### config.mk
export PLATFORM = sky130hd
export DESIGN_NAME = hazard_scoreboard
export DESIGN_NICKNAME = d
export VERILOG_FILES = /design/src/rtl/hazard_scoreboard.sv
export SDC_FILE = /design/constraint.sdc
export NUM_CORES = 1
export LEC_CHECK = 0
export CAP_MARGIN = 40
export CORE_ASPECT_RATIO = 0.7
export CORE_MARGIN = 2
export CORE_UTILIZATION = 47
export DETAILED_ROUTE_END_ITERATION = 16
export HOLD_SLACK_MARGIN = 0.08
export PLACE_DENSITY_LB_ADDON = 0.15
export RECOVER_POWER = 100
export REMOVE_ABC_BUFFERS = 1
export SKIP_CTS_REPAIR_TIMING = 1
export SYNTH_ARGS = -nofsm -noshare
export SYNTH_HDL_FRONTEND = slang
export SYNTH_SLANG_ARGS = --single-unit
### constraint.sdc
create_clock -name clk -period 2.6 [get_ports clk]
set_clock_uncertainty 0.05 [all_clocks]
set_input_delay 0.39 -clock clk [delete_from_list [all_inputs] [get_ports clk]]
set_output_delay 0.39 -clock clk [all_outputs]
set_load 0.05 [all_outputs]
### src/rtl/hazard_scoreboard.sv
// hazard_scoreboard
//   Forwarding / hazard unit for DEPTH in-flight stages after ID. Stage 0 is
//   X and stage DEPTH-1 is WB. Each issued instruction's destination and
//   remaining result latency travel down an internal shift register. For each
//   ID source operand the unit selects the youngest matching producer. A
//   source stalls when that producer is still counting down.
//
// Ports
//   clk, rst      clock, asynchronous active-high reset
//   issue_valid   ID instruction wants to advance into X
//   issue_wen     ID instruction writes the register file
//   issue_rd      ID destination register
//   issue_lat     advances after entering X before the result is forwardable
//   src_rs        ID source registers, source s at [s*REG_AW +: REG_AW]
//   src_used      per-source "operand is actually read"
//   hold          global pipeline freeze
//   flush_mask    per-stage kill
//   fwd_sel       per source: 0 = register file, k = forward from stage k-1
//   stall         ID must not advance (combinational)
//   stall_cycles  saturating count of cycles with stall=1 and hold=0
module hazard_scoreboard #(
    parameter int NUM_SRC = 2,
    parameter int DEPTH   = 3,
    parameter int REG_AW  = 5,
    parameter int LAT_W   = 2,
    parameter int SEL_W   = $clog2(DEPTH + 1),
    parameter int CNT_W   = 32
) (
    input  logic                      clk,
    input  logic                      rst,
    input  logic                      issue_valid,
    input  logic                      issue_wen,
    input  logic [REG_AW-1:0]         issue_rd,
    input  logic [LAT_W-1:0]          issue_lat,
    input  logic [NUM_SRC*REG_AW-1:0] src_rs,
    input  logic [NUM_SRC-1:0]        src_used,
    input  logic                      hold,
    input  logic [DEPTH-1:0]          flush_mask,
    output logic [NUM_SRC*SEL_W-1:0]  fwd_sel,
    output logic                      stall,
    output logic [CNT_W-1:0]          stall_cycles
);

    logic [DEPTH-1:0]  v_q;
    logic [DEPTH-1:0]  wen_q;
    logic [REG_AW-1:0] rd_q  [DEPTH];
    logic [LAT_W-1:0]  cnt_q [DEPTH];

    logic [DEPTH-1:0]   live;
    logic [NUM_SRC-1:0] req;
    logic [NUM_SRC-1:0] hit;
    logic [REG_AW-1:0]  rs_cur;

    // A flushed stage stops matching in the same cycle, so a stall caused by
    // a killed producer drops immediately.
    always_comb begin
        live = '0;
        for (int k = 0; k < DEPTH; k++) begin
            live[k] = v_q[k] & wen_q[k] & (rd_q[k] != '0) & ~flush_mask[k];
        end
    end

    // Scan from the youngest stage; the first live match decides the source
    // outcome. An older ready copy is never used behind a younger unready one.
    always_comb begin
        fwd_sel = '0;
        req     = '0;
        hit     = '0;
        rs_cur  = '0;
        for (int s = 0; s < NUM_SRC; s++) begin
            rs_cur = src_rs[s*REG_AW +: REG_AW];
            if (src_used[s] && (rs_cur != '0)) begin
                for (int k = 0; k < DEPTH; k++) begin
                    if (!hit[s] && live[k] && (rd_q[k] == rs_cur)) begin
                        hit[s] = 1'b1;
                        if (cnt_q[k] == '0) begin
                            fwd_sel[s*SEL_W +: SEL_W] = SEL_W'(k + 1);
                        end else begin
                            req[s] = 1'b1;
                        end
                    end
                end
            end
        end
    end

    assign stall = issue_valid & (|req);

    // Flush is applied to the source stage before the shift, so a killed
    // entry turns into a bubble as it moves on. Under hold only the flush
    // takes effect.
    always_ff @(posedge clk or posedge rst) begin
        if (rst) begin
            v_q   <= '0;
            wen_q <= '0;
            for (int k = 0; k < DEPTH; k++) begin
                rd_q[k]  <= '0;
                cnt_q[k] <= '0;
            end
        end else if (hold) begin
            v_q <= v_q & ~flush_mask;
        end else begin
            v_q[0]   <= issue_valid & ~stall;
            wen_q[0] <= issue_wen;
            rd_q[0]  <= issue_rd;
            cnt_q[0] <= issue_lat;
            for (int k = 1; k < DEPTH; k++) begin
                v_q[k]   <= v_q[k-1] & ~flush_mask[k-1];
                wen_q[k] <= wen_q[k-1];
                rd_q[k]  <= rd_q[k-1];
                cnt_q[k] <= (cnt_q[k-1] == '0) ? '0 : cnt_q[k-1] - LAT_W'(1);
            end
        end
    end

    always_ff @(posedge clk or posedge rst) begin
        if (rst) begin
            stall_cycles <= '0;
        end else if (stall && !hold && (stall_cycles != '1)) begin
            stall_cycles <= stall_cycles + CNT_W'(1);
        end
    end

endmodule

Figure 1. Floorplan with the power grid (run 1).
Pins as bars on the die edge.
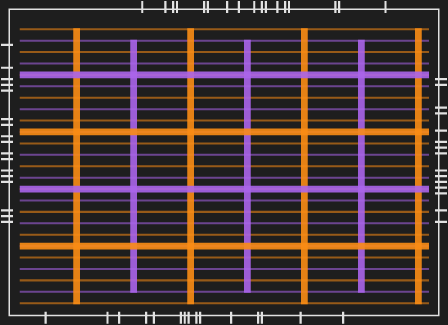
legend:
  orange:
    net: VSS
  purple:
    net: VDD
signal pins: 64
met1 rails: 25
rows: 24
met5 straps: 4
CORE AREA: 6370 µm²
die width: 102 µm
VDD IR max: 0.000394 V
Die Height: 72.6 µm

Figure 2. Clock routing (run 1).
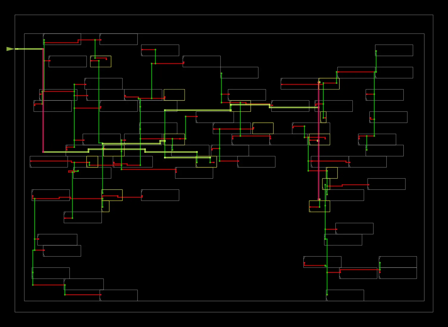
CTS Buf Count: 9
registers: 59
Latency at later pin: 0.33 ns
Clk power: 0.751 mW

Figure 3. Gate-type map (run 1).
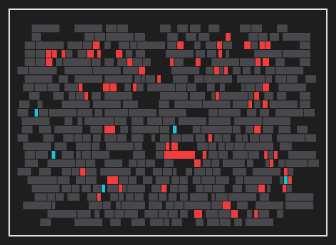
legend:
  cyan:
    family: inverters
    cells: 5
    most_used: inv_1
  red:
    family: NAND gates
    cells: 58
    most_used: nand2_1
logic share of the area: 38.6%
Top cell excl fill/tap: dfrtp_1
final cell count without fillers: 504

==> flow_metrics.py, run 1 <==
# Physical implementation metrics
metrics = {
    "placed_design": {
        "port_buffers": 63,
        "hpwl_um": 5640,
        "place_area_um2": 4210,
    },
    "setup_path": {
        "crit_end": "stall",
        "rr_startpoint": "rd_q[8]",
        "cp.required_ns": 2.16,
        "r2r_setup_slack_ns": -0.02,
        "cpLargestDelayFamily": "buffers and inverters",
        "critPathMostFrequentCell": "buf_4",
    },
    "die": {
        "dieArea_um2": 7400,
    },
    "synth": {
        "yosys.cell_count.top_type": "dfrtp_1",
        "synth.area.top_cells": "dfrtp_1 47%, xnor2_1 11%, mux2_2 7.1%",
        "yosys-top-cells-count": "59 x dfrtp_1, 39 x xnor2_1, 23 x nand2_1, 22 x xor2_1, 20 x mux2_2",
        "syn_area_per_cell_um2": 10.9,
        "ys_ff": 59,
        "syn_inst": 291,
    },
    "outcome": {
        "outcome": "finished, violations left",
        "violations": "setup timing",
    },
    "cts": {
        "cts_tree": "done",
        "h-tree-depth": 3,
        "clk_path_buf_depth": 2,
    },
    "power_and_ir_drop": {
        "p_sw_mw": 0.612,
        "pwr-share-seq_pct": 47.4,
        "p_total_mw": 2.20,
        "power_leakage_nw": 2.14,
    },
    "timing": {
        "fin_crit_ns": 2.75,
        "fmax_mhz": 364,
        "slew_headroom_pct": 4.07,
        "finalWorstSetupSlack_ns": -0.148,
        "tns_ns": -0.488,
        "setup_viol": 7,
    },
    "flow_run": {
        "warning_count": 26,
    },
    "final_layout": {
        "drive_gt1_share_pct": 29.8,
        "final_area_um2": 4660,
        "nets": 436,
    },
    "routing": {
        "detail-route-antenna-nets": 0,
        "wire_per_inst_um": 15.3,
        "drcViolationCount": 0,
    },
}
## run 1: flip-flops by register name, summed over array words and instances, names as in the netlist
register / flops
rd_q: 15
wen_q: 3
v_q: 3
stall_cycles: 32
cnt_q: 6
## run 1: kinds of logic after synthesis
group	share of synthesized area, %
buffers and inverters	1.78
AND-OR/OR-AND	5.98
flip-flops	46.8
multiplexers	8.08
AND/OR/NAND/NOR	20.1
XOR/XNOR	16.9
adder cells (fa/ha/maj)	0.396
## run 1: metrics by stage
stage	cells	hold WS [ns]
final	504	0.434
after global routing	504	0.450
after CTS	496	0.386
after detailed placement	480	0.428
after global placement	480	0.425
after floorplan	285	0.408
## run 1: power by group through the flow
stage | clock network [mW] | registers [mW] | logic [mW]
4_1_cts | 0.767 | 1.03 | 0.351
3_3_place_gp | 0 | 1.05 | 0.344
2_1_floorplan | 0 | 1.05 | 0.176
6_report | 0.751 | 1.04 | 0.407
3_5_place_dp | 0 | 1.05 | 0.350
5_1_grt | 0.820 | 1.05 | 0.441
## run 1: how the worst min path moves through the flow
| stage | startpoint | endpoint | slack (ns) | cells past startpoint |
|---|---|---|---|---|
| after floorplan | cnt_q[2] | cnt_q[0] | 0.41 | 1 |
| after global placement | stall_cycles[18] | stall_cycles[18] | 0.43 | 1 |
| after detailed placement | stall_cycles[9] | stall_cycles[9] | 0.43 | 1 |
| after CTS | rst | rd_q[12] | 0.39 | 3 |
| after global routing | stall_cycles[10] | stall_cycles[10] | 0.45 | 1 |
| final | stall_cycles[9] | stall_cycles[9] | 0.43 | 1 |
## run 1: layer usage
layer | GRT usage (%) | vias up | wire length [µm]
li1 | - | 1262 | -
met2 | 29.8 | 66 | 3420
met4 | 5.78 | 0 | 53
met3 | 5.94 | 6 | 387
met5 | 0 | - | 0
met1 | 32.7 | 1292 | 3840
## run 1: cells in the final DEF (no fill, tap or decap), drive strengths merged, types with 6 or more instances in the layout
master         Yosys  layout
nand4             13      13
nand3             16      16
and2               6       6
clkbuf             3      15
buf                3      51
nor2              13      13
dfrtp             59      59
dlymetal6s2s       0       9
xor2              22      22
nand2             23      23
o21ai              8       8
nor3               9       9
mux2              20      20
xnor2             39      39
and3               9       9
clkdlybuf4s50      0      15
dlygate4sd3        0      34
## run 1: area by class of cell
type,instances,area (µm²)
Clock buffer,12,155
Clock inverter,4,25.0
Fill cell,468,1700
Inverter,5,18.8
Multi-Input combinational cell,221,1800
Sequential cell,59,1480
Tap cell,91,114
Timing Repair Buffer,112,1070
==> run 2: changes to the inputs <==
--- a/config.mk
+++ b/config.mk
@@ -12,7 +12,6 @@
 export DETAILED_ROUTE_END_ITERATION = 16
 export HOLD_SLACK_MARGIN = 0.08
 export PLACE_DENSITY_LB_ADDON = 0.15
-export RECOVER_POWER = 100
 export REMOVE_ABC_BUFFERS = 1
 export SKIP_CTS_REPAIR_TIMING = 1
 export SYNTH_ARGS = -nofsm -noshare
Figure 4. Register map, names as in the netlist (run 2).
Other sequential cells in the stronger grey, the rest of the logic in the fainter grey.
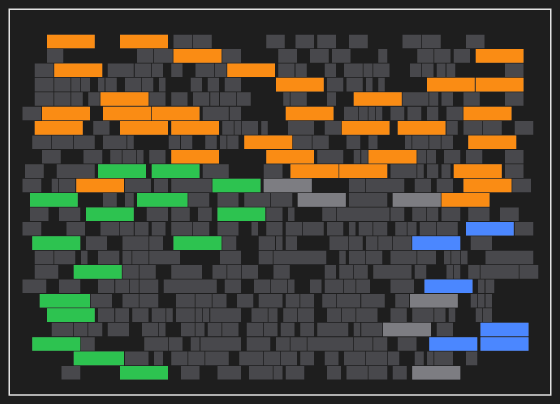
legend:
  blue:
    signal: cnt_q
    placed_flops: 6
    where: lower right
  green:
    signal: rd_q
    placed_flops: 15
  orange:
    signal: stall_cycles
    placed_flops: 32
FF+latch area: 1480 µm²
total sequential power: 1.04 mW
sequential share of cell area: 31.6%
post-layout util: 73.5%

Figure 5. Met1 routing (run 2).
Supply wires on this layer in grey.
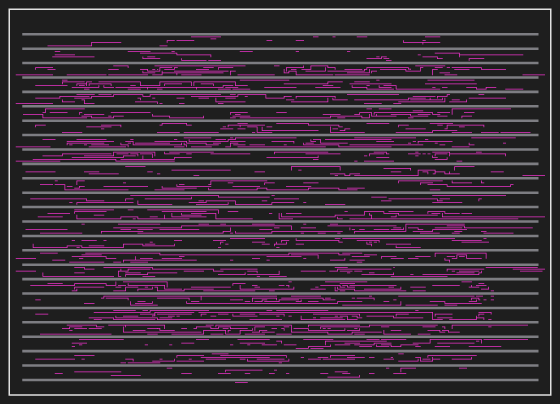
main direction: horizontal
longest straight run: 44.2 µm
wire length on this layer: 3870 µm
nets with wire on the layer: 385
share of all routed wire: 50%
M1 GR Usage: 32.7%
vias: 2593
drt total wl: 7710 µm

==> flow_metrics.py, run 2 <==
# Physical implementation metrics
metrics = {
    "synth": {
        "syn_area_per_cell_um2": 10.9,
        "ys_ff": 59,
        "synth.area.top_cells": "dfrtp_1 47%, xnor2_1 11%, mux2_2 7.1%",
        "yosys.cell_count.top_type": "dfrtp_1",
        "yosys-top-cells-count": "59 x dfrtp_1, 39 x xnor2_1, 23 x nand2_1, 22 x xor2_1, 20 x mux2_2",
        "syn_inst": 291,
    },
    "outcome": {
        "violations": "setup timing",
        "outcome": "finished, violations left",
    },
    "cts": {
        "cts_tree": "done",
        "h-tree-depth": 3,
        "clock_latency_ns": 0.33,
        "cts_inserted_buffers": 9,
        "clk_path_buf_depth": 2,
    },
    "final_layout": {
        "nets": 436,
        "drive_gt1_share_pct": 30.3,
        "mostFrequentLayoutCell": "dfrtp_1",
        "regMostFlops": "stall_cycles",
        "reg_top3": "stall_cycles: 32 flops, rd_q: 15 flops, cnt_q: 6 flops",
        "syn2layout_area_growth_pct": 48.2,
        "layout_top_cells": "56 x dfrtp_1, 49 x clkdlybuf4s50_1, 44 x buf_4",
        "largest_reg_flops": 32,
    },
    "timing": {
        "setup_viol": 7,
        "tns_ns": -0.507,
        "fin_crit_ns": 2.75,
        "slew_headroom_pct": 65.7,
        "fmax_mhz": 364,
        "finalWorstSetupSlack_ns": -0.147,
        "finalMaxSlewViolations": 0,
    },
    "setup_path": {
        "cp-start-kind": "input pin",
        "rr_startpoint": "rd_q[8]",
        "cp.required_ns": 2.16,
        "crit_end": "stall",
        "r2r_setup_slack_ns": -0.02,
    },
    "power_and_ir_drop": {
        "p_sw_mw": 0.608,
        "p_total_mw": 2.20,
        "pwr-share-seq_pct": 47.4,
        "ir_worst_vdd_v": 0.000394,
    },
    "routing": {
        "detail-route-antenna-nets": 0,
        "drcViolationCount": 0,
        "drtIter0Drc": 107,
        "wire_per_inst_um": 15.3,
    },
    "die": {
        "dieArea_um2": 7400,
        "die_w_um": 102,
        "core-area_um2": 6370,
        "die.size.y_um": 72.6,
    },
    "placed_design": {
        "port_buffers": 63,
        "hpwl_um": 5640,
    },
    "grt": {
        "grt.total_usage_pct": 21.4,
        "grt.overflow.total": 0,
    },
    "flow_run": {
        "warning_count": 26,
    },
}
## run 2: power by group through the flow
stage	clock, mW	sequential (mW)	combinational [mW]
6_report	0.746	1.04	0.411
3_5_place_dp	0	1.05	0.350
3_3_place_gp	0	1.05	0.344
4_1_cts	0.767	1.03	0.351
2_1_floorplan	0	1.05	0.176
5_1_grt	0.820	1.05	0.446
## run 2: cells by family (layout without fill, tap and decap cells)
kind of cell             count (synthesis)  count (layout)  share of synthesized area [%]
AND/OR/NAND/NOR                        113             113                           20.1
flip-flops                              59              59                           46.8
multiplexers                            23              23                           8.08
buffers and inverters                   11             133                           1.78
adder cells (fa/ha/maj)                  1               1                          0.396
XOR/XNOR                                61              61                           16.9
AND-OR/OR-AND                           23              23                           5.98
## run 2: through the flow
step           setup WS, ns  instance area (µm²)  std cells  hold slack, ns
2_1_floorplan        -0.207                 3120        285           0.408
3_3_place_gp         -0.419                 4210        480           0.425
3_5_place_dp         -0.597                 4210        480           0.428
4_1_cts              -0.602                 4390        496           0.386
5_1_grt              -0.271                 4680        504           0.412
6_report             -0.147                 4680        504           0.374
## run 2: layout make-up
cell class / count / area, µm²
Inverter: 5 / 18.8
Timing Repair Buffer: 112 / 1090
Multi-Input combinational cell: 221 / 1800
Clock inverter: 4 / 25.0
Fill cell: 464 / 1690
Tap cell: 91 / 114
Clock buffer: 12 / 155
Sequential cell: 59 / 1480
## run 2: how the worst min path moves through the flow
| stage | from | endpoint | slack (ns) | depth (start not counted) |
|---|---|---|---|---|
| floorplan | cnt_q[2] | cnt_q[0] | 0.41 | 1 |
| global placement | stall_cycles[18] | stall_cycles[18] | 0.43 | 1 |
| detailed placement | stall_cycles[9] | stall_cycles[9] | 0.43 | 1 |
| CTS | rst | rd_q[12] | 0.39 | 3 |
| global route | rst | rd_q[11] | 0.41 | 3 |
| finish | rst | rd_q[11] | 0.37 | 3 |
## run 2: worst max-delay path, cell delays in order
cell and delay, ns:
clkdlybuf4s50_1 0.44, buf_4 0.17, xor2_1 0.17, nor4_4 0.36, buf_4 0.20, a21oi_2 0.07
o21ai_2 0.09, nand2_1 0.10, and2_4 0.17, buf_6 0.14
## run 2: layer usage
layer  vias up  GRT usage (%)  part of all wire, %
met5         -              0                    0
met2        63           29.8                   44
met4         0           5.78                 0.69
met1      1261           32.7                   50
met3         6           5.94                  5.0
li1       1263              -                    -
==> run 3: changes to the inputs <==
--- a/config.mk
+++ b/config.mk
@@ -8,7 +8,7 @@
 export CAP_MARGIN = 40
 export CORE_ASPECT_RATIO = 0.7
 export CORE_MARGIN = 2
-export CORE_UTILIZATION = 47
+export CORE_UTILIZATION = 24
 export DETAILED_ROUTE_END_ITERATION = 16
 export HOLD_SLACK_MARGIN = 0.08
 export PLACE_DENSITY_LB_ADDON = 0.15
Figure 6. Clock routing (run 3).
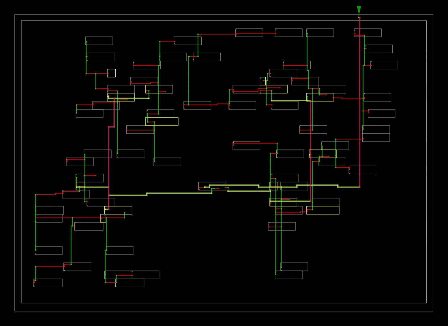
Clock buffer cells: 9
Clk power: 1.28 mW

Figure 7. Floorplan with the power grid (run 3).
Pins as bars on the die edge.
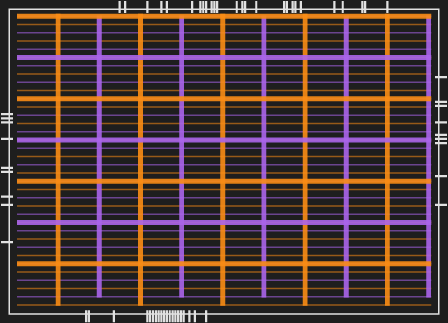
legend:
  purple:
    net: VDD
  orange:
    net: VSS
signal pins: 64
rows: 35
die width: 141 µm
VDD IR max: 0.000295 V
Die Height: 100 µm

==> flow_metrics.py, run 3 <==
# Physical implementation metrics
metrics = {
    "outcome": {
        "outcome": "finished, violations left",
        "violations": "setup timing",
    },
    "setup_path": {
        "cp-start-kind": "register",
    },
    "power_and_ir_drop": {
        "p_total_mw": 2.71,
    },
    "cts": {
        "cts_tree": "done",
        "cts_inserted_buffers": 9,
        "clock_latency_ns": 0.33,
        "clk_path_buf_depth": 2,
    },
    "grt": {
        "grt.total_usage_pct": 13.0,
    },
    "placed_design": {
        "port_buffers": 63,
        "place_area_um2": 4350,
        "dp_slack_ns": -0.501,
    },
    "timing": {
        "setup_viol": 21,
        "finalMaxSlewViolations": 0,
        "finalWorstSetupSlack_ns": -0.205,
    },
    "flow_run": {
        "warning_count": 26,
    },
    "synth": {
        "syn_inst": 291,
        "adder_share_pct": 0.396,
        "synth-xor-area-share_pct": 16.9,
    },
    "final_layout": {
        "nets": 441,
        "syn2layout_area_growth_pct": 57.0,
        "final_area_um2": 4960,
        "fillers": 1282,
    },
    "die": {
        "dieArea_um2": 14100,
        "core-area_um2": 13000,
    },
    "routing": {
        "drtIter0Drc": 107,
        "drcViolationCount": 0,
    },
}
[run 3: cell count changes in the layout (fill, tap and decap cells not counted), sizes merged]
cell | before | now
buf | 53 | 56
clkbuf | 13 | 12
bufinv | 0 | 2
clkdlybuf4s50 | 49 | 52
clkinvlp | 2 | 3
dlymetal6s2s | 9 | 6
[run 3: cell type report]
class	instances	area, µm²	share of cell area, %
multi-input combinational	221	1770	35.7
sequential	59	1480	29.9
timing repair buffer	117	1160	23.5
clock buffer	9	225	4.54
tap	166	208	4.19
clock inverter	7	92.6	1.87
inverter	5	18.8	0.379
[run 3: worst paths after layout]
check                                 startpoint  slack [ns]  depth (start not counted)               end
worst max-delay path                     rd_q[6]       -0.20                          9        fwd_sel[3]
worst max register to register           rd_q[6]       -0.09                         11   stall_cycles[1]
worst min register to register  stall_cycles[27]        0.44                          1  stall_cycles[27]
max in group asynchronous                    rst        1.84                          3           rd_q[2]
worst min-delay path                         rst        0.39                          3           rd_q[5]
min in group clk                stall_cycles[27]        0.44                          1  stall_cycles[27]
[run 3: worst max-delay path, stage by stage, from the launching register on]
cell and delay (ns):
dfrtp_2 0.46, nor4_4 0.32, and2_4 0.21, buf_6 0.09, nor2_4 0.04, buf_6 0.13, a211oi_2 0.21, a31oi_1 0.08
nor3_2 0.27, clkbuf_16 0.22
[run 3: layer usage]
| layer | GRT usage [%] | vias up | routed length, µm |
|---|---|---|---|
| li1 | - | 1269 | - |
| met1 | 19.2 | 1248 | 4800 |
| met2 | 18.4 | 42 | 3770 |
| met3 | 3.53 | 11 | 337 |
| met4 | 4.15 | 0 | 143 |
| met5 | 0 | - | 0 |
[run 3: power breakdown]
part           leakage [nW]  switching, mW  total (mW)  internal [mW]
Sequential            0.771         0.0758        1.05          0.975
Combinational          1.18          0.177       0.385          0.208
Clock                 0.147          0.443        1.28          0.834
Total                  2.10          0.695        2.71           2.02
[run 3: through the flow]
| stage | hold WS (ns) | cells | TNS (ns) |
|---|---|---|---|
| after floorplan | 0.408 | 285 | -1.61 |
| after global placement | 0.430 | 559 | -14.45 |
| after detailed placement | 0.427 | 559 | -14.80 |
| after CTS | 0.401 | 575 | -4.29 |
| after global routing | 0.460 | 584 | -6.61 |
| final | 0.387 | 584 | -1.16 |
[run 3: cell families (layout without fill, tap and decap cells)]
logic type / after synthesis / in the layout
AND-OR/OR-AND: 23 / 23
XOR/XNOR: 61 / 61
adder cells (fa/ha/maj): 1 / 1
buffers and inverters: 11 / 138
flip-flops: 59 / 59
multiplexers: 23 / 23
AND/OR/NAND/NOR: 113 / 113
Power is estimated from default activity; no workload was simulated.
